### Clock distribution

Drawn at 8 px/um.
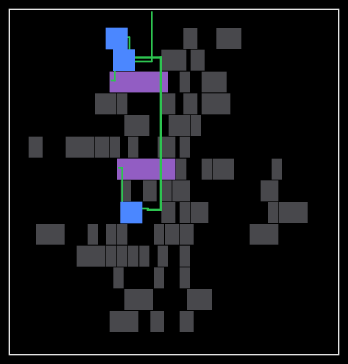
### Routed metal, one color a layer

Drawn at 8 px/um. Two of the layers only.
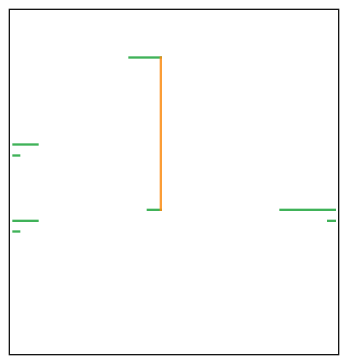
### Track usage over the die

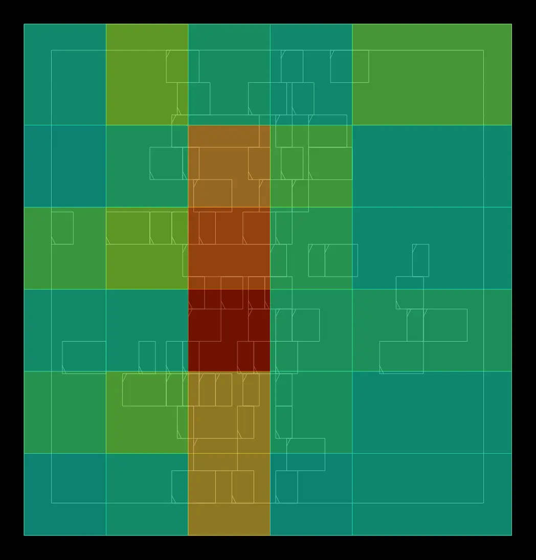
### Selected gate families

Drawn at 12 px/um.
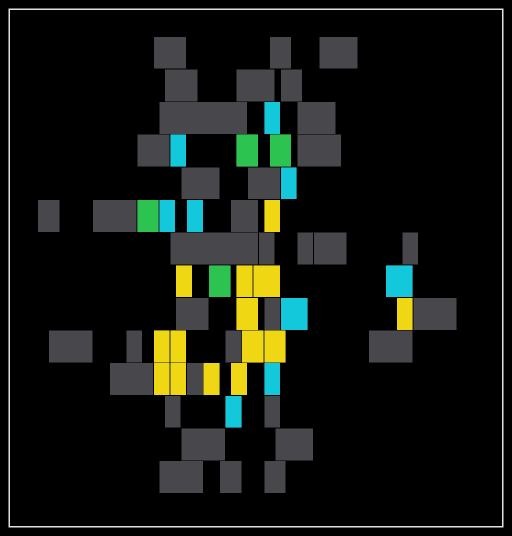
--- src/rtl/mu0_pkg.sv ---
// Shared constants for the MU0 control unit: opcodes, ALU functions, FSM
// state encoding, datapath select encodings and the packed control vector.
package mu0_pkg;

  localparam logic [3:0] OP_LDA = 4'd0;
  localparam logic [3:0] OP_STA = 4'd1;
  localparam logic [3:0] OP_ADD = 4'd2;
  localparam logic [3:0] OP_SUB = 4'd3;
  localparam logic [3:0] OP_JMP = 4'd4;
  localparam logic [3:0] OP_JGE = 4'd5;
  localparam logic [3:0] OP_JNE = 4'd6;
  localparam logic [3:0] OP_STP = 4'd7;

  localparam logic [1:0] ALU_Y   = 2'b00;
  localparam logic [1:0] ALU_ADD = 2'b01;
  localparam logic [1:0] ALU_INC = 2'b10;
  localparam logic [1:0] ALU_SUB = 2'b11;

  localparam logic [1:0] S_FETCH = 2'd0;
  localparam logic [1:0] S_EXEC  = 2'd1;
  localparam logic [1:0] S_HALT  = 2'd2;

  localparam logic X_ACC = 1'b0;
  localparam logic X_PC  = 1'b1;
  localparam logic Y_MEM = 1'b0;
  localparam logic Y_IMM = 1'b1;
  localparam logic A_PC  = 1'b0;
  localparam logic A_IR  = 1'b1;

  typedef struct packed {
    logic       pc_en;
    logic       ir_en;
    logic       acc_en;
    logic       x_sel;
    logic       y_sel;
    logic       addr_sel;
    logic [1:0] alu_fs;
    logic       rd;
    logic       wr;
    logic       halted;
  } ctrl_t;

endpackage

--- src/rtl/mu0_decode.sv ---
// Combinational decode of {state, opcode, N, Z} into the MU0 control vector,
// plus a halt request used by the state machine in mu0_control.
module mu0_decode
  import mu0_pkg::*;
#(
  parameter int ILLEGAL_HALTS = 0
) (
  input  logic [1:0] state,
  input  logic [3:0] f,
  input  logic       n,
  input  logic       z,
  output ctrl_t      ctrl,
  output logic       halt_req
);

  always_comb begin
    ctrl     = '0;
    halt_req = 1'b0;
    case (state)
      S_FETCH: begin
        ctrl.addr_sel = A_PC;
        ctrl.rd       = 1'b1;
        ctrl.ir_en    = 1'b1;
        ctrl.x_sel    = X_PC;
        ctrl.alu_fs   = ALU_INC;
        ctrl.pc_en    = 1'b1;
      end
      S_EXEC: begin
        case (f)
          OP_LDA: begin
            ctrl.addr_sel = A_IR;
            ctrl.rd       = 1'b1;
            ctrl.y_sel    = Y_MEM;
            ctrl.alu_fs   = ALU_Y;
            ctrl.acc_en   = 1'b1;
          end
          OP_STA: begin
            ctrl.addr_sel = A_IR;
            ctrl.wr       = 1'b1;
          end
          OP_ADD, OP_SUB: begin
            ctrl.addr_sel = A_IR;
            ctrl.rd       = 1'b1;
            ctrl.x_sel    = X_ACC;
            ctrl.y_sel    = Y_MEM;
            ctrl.alu_fs   = (f == OP_SUB) ? ALU_SUB : ALU_ADD;
            ctrl.acc_en   = 1'b1;
          end
          // Conditional jumps collapse to an unconditional JMP when taken
          OP_JMP, OP_JGE, OP_JNE: begin
            if ((f == OP_JMP) || (f == OP_JGE && !n) || (f == OP_JNE && !z)) begin
              ctrl.y_sel  = Y_IMM;
              ctrl.alu_fs = ALU_Y;
              ctrl.pc_en  = 1'b1;
            end
          end
          OP_STP: halt_req = 1'b1;
          default: halt_req = (ILLEGAL_HALTS != 0);
        endcase
      end
      S_HALT: ctrl.halted = 1'b1;
      default: ctrl = '0;
    endcase
  end

endmodule

--- src/rtl/mu0_control.sv ---
// MU0 control unit: fetch/execute/halt state machine driving the register bank.
// Optional instruction counter enabled by defining MU0_INSTR_COUNT_EN.
module mu0_control
  import mu0_pkg::*;
#(
  parameter int ILLEGAL_HALTS = 0
) (
  input  logic        Clk,
  input  logic        Reset,
  input  logic [3:0]  F,
  input  logic        N,
  input  logic        Z,
  output logic        PC_En,
  output logic        IR_En,
  output logic        ACC_En,
  output logic        X_sel,
  output logic        Y_sel,
  output logic        Addr_sel,
  output logic [1:0]  ALU_fs,
  output logic        Rd,
  output logic        Wr,
  output logic        Halted
`ifdef MU0_INSTR_COUNT_EN
  ,
  output logic [15:0] Instr_Count
`endif
);

  logic [1:0] state;
  logic [1:0] state_next;
  ctrl_t      dec_ctrl;
  ctrl_t      ctrl;
  logic       halt_req;

  mu0_decode #(
    .ILLEGAL_HALTS(ILLEGAL_HALTS)
  ) u_decode (
    .state    (state),
    .f        (F),
    .n        (N),
    .z        (Z),
    .ctrl     (dec_ctrl),
    .halt_req (halt_req)
  );

  // Reset overrides the decoded vector so no register can load mid-reset
  always_comb begin
    ctrl = Reset ? '0 : dec_ctrl;
  end

  always_comb begin
    state_next = S_FETCH;
    case (state)
      S_FETCH: state_next = S_EXEC;
      S_EXEC:  state_next = halt_req ? S_HALT : S_FETCH;
      S_HALT:  state_next = S_HALT;
      default: state_next = S_FETCH;
    endcase
  end

  always_ff @(posedge Clk) begin
    if (Reset) state <= S_FETCH;
    else       state <= state_next;
  end

`ifdef MU0_INSTR_COUNT_EN
  logic [15:0] instr_count;

  // Every instruction retires on the edge leaving EXECUTE; HALT never increments
  always_ff @(posedge Clk) begin
    if (Reset)                 instr_count <= 16'h0000;
    else if (state == S_EXEC)  instr_count <= instr_count + 16'h0001;
  end

  assign Instr_Count = instr_count;
`endif

  assign PC_En    = ctrl.pc_en;
  assign IR_En    = ctrl.ir_en;
  assign ACC_En   = ctrl.acc_en;
  assign X_sel    = ctrl.x_sel;
  assign Y_sel    = ctrl.y_sel;
  assign Addr_sel = ctrl.addr_sel;
  assign ALU_fs   = ctrl.alu_fs;
  assign Rd       = ctrl.rd;
  assign Wr       = ctrl.wr;
  assign Halted   = ctrl.halted;

endmodule

--- config.mk ---
export PLATFORM = sky130hd
export DESIGN_NAME = mu0_control
export DESIGN_NICKNAME = d
export VERILOG_FILES = /design/src/rtl/mu0_pkg.sv /design/src/rtl/mu0_decode.sv /design/src/rtl/mu0_control.sv
export SDC_FILE = /design/constraint.sdc
export NUM_CORES = 1
export LEC_CHECK = 0
export ABC_AREA = 1
export CAP_MARGIN = 30
export CORE_AREA = 2 2 39 41
export DETAILED_ROUTE_END_ITERATION = 8
export DIE_AREA = 0 0 41 43
export PLACE_DENSITY = 0.47
export SLEW_MARGIN = 5
export SYNTH_ARGS = -nofsm -noshare
export SYNTH_HDL_FRONTEND = slang
export SYNTH_SLANG_ARGS = --single-unit
export TNS_END_PERCENT = 5
--- constraint.sdc ---
create_clock -name Clk -period 2.05 [get_ports Clk]
set_clock_uncertainty 0.2 [all_clocks]
set_input_delay 0.3075 -clock Clk [delete_from_list [all_inputs] [get_ports Clk]]
set_output_delay 0.3075 -clock Clk [all_outputs]
set_load 0.02 [all_outputs]
==> summary.txt <==
impl run done, here's what came out: status finished, final reports clean, startpoint types input port, crit path DAT approximately 1500 ps, WP depth 6, initial core utilization 0.146, fin cells around 79, Largest Register state, Synth cell types 11, metal1 wirelength roughly 250 um, combinational fraction of design power 0.334, Reg2Reg Launch Point state[0], FF/Latch Area 40.0 um^2, logic area about 120 um^2, Syn Nets 48, Mean Syn Cell Area 5.07 um^2, flop2flop setup slack 1030 ps, Mapped Cells around 40, Ant. Diodes 0, Tapcells 16, CTS tree yes, worst-case clock buffer depth 2, max incr delay on CP roughly 490 ps, I/O Buffers 18, Top Layout Cells 10 x nand2_1, 9 x inv_1, 7 x nor2_1, 7 x clkdlybuf4s50_1, 5 x dlygate4sd2_1, number of max-cap violations 0, Crit. End Element output port, worst path required time approximately 1500 ps, setup slack after layout 83.8 ps, relative slew slack 0.856, first-pass GRT wire length between 900 and 1000 um, Power Internal approximately 140 uW, number of OpenROAD warnings 26, Layout clock area frac 0.0547, Inst Count DP 76, YS chip area just over 200 um^2, number of enable flip-flop cells 0, biggest regs state (2), Rows 14, CP top delay family buffers and inverters, HP Class flip-flop to flip-flop, 1st-pass router iterations 2, Setup violations, final 0, Worst Setup SP F[2]
About 'Clock distribution':
[clock drivers] blue | count: 3
[flip-flops] purple | count: 2
[clock wires] green | length: 55.4 um
routed clock nets: 4
Power Clock: 88.8 uW
Latency at later pin: 230 ps
power share of the clock group: 0.449

About 'Routed metal, one color a layer':
| layer | color | wire length |
|---|---|---|
| metal 3 | green | 20.5 um |
| metal 4 | orange | 19.0 um |
Routed WL: 605 um
Avg WL per Cell: 7.66 um
DR vias: 302
gr usage total: 0.0812

About 'Track usage over the die':
Core Util, Final: 0.297
met2 usage: 0.122
busiest grt layer: met2
met3 Use GR: 0.0314

About 'Selected gate families':
| family | color | cells |
|---|---|---|
| inverting AOI/OAI gates | green | 4 |
| NAND gates | yellow | 14 |
| NOR gates | cyan | 9 |

-- tightest hold or removal path: cells and delay by family, from the launching register on --
| kind | cells | cell delay, ps |
|---|---|---|
| buffers and inverters | 1 | 80 |
| DFF | 1 | 280 |
| and+or+nand+nor | 1 | 130 |
| AOI/OAI and AO/OA | 1 | 50 |
-- power groups by stage --
stage | clock network, mW | registers (mW) | logic (mW)
after floorplan | 0 | 0.0439 | 0.0332
after global placement | 0 | 0.0434 | 0.0748
after detailed placement | 0 | 0.0434 | 0.0743
after CTS | 0.0896 | 0.0429 | 0.0681
after global routing | 0.0978 | 0.0433 | 0.0728
final | 0.0888 | 0.0429 | 0.0661
-- routing by layer --
layer,vias to the layer above,global-route usage
met5,-,0
met4,0,0.0600
met3,2,0.0314
met2,8,0.122
met1,129,0.0863
li1,163,-
Power figures rest on the tool's default switching activity, not on a simulated workload.
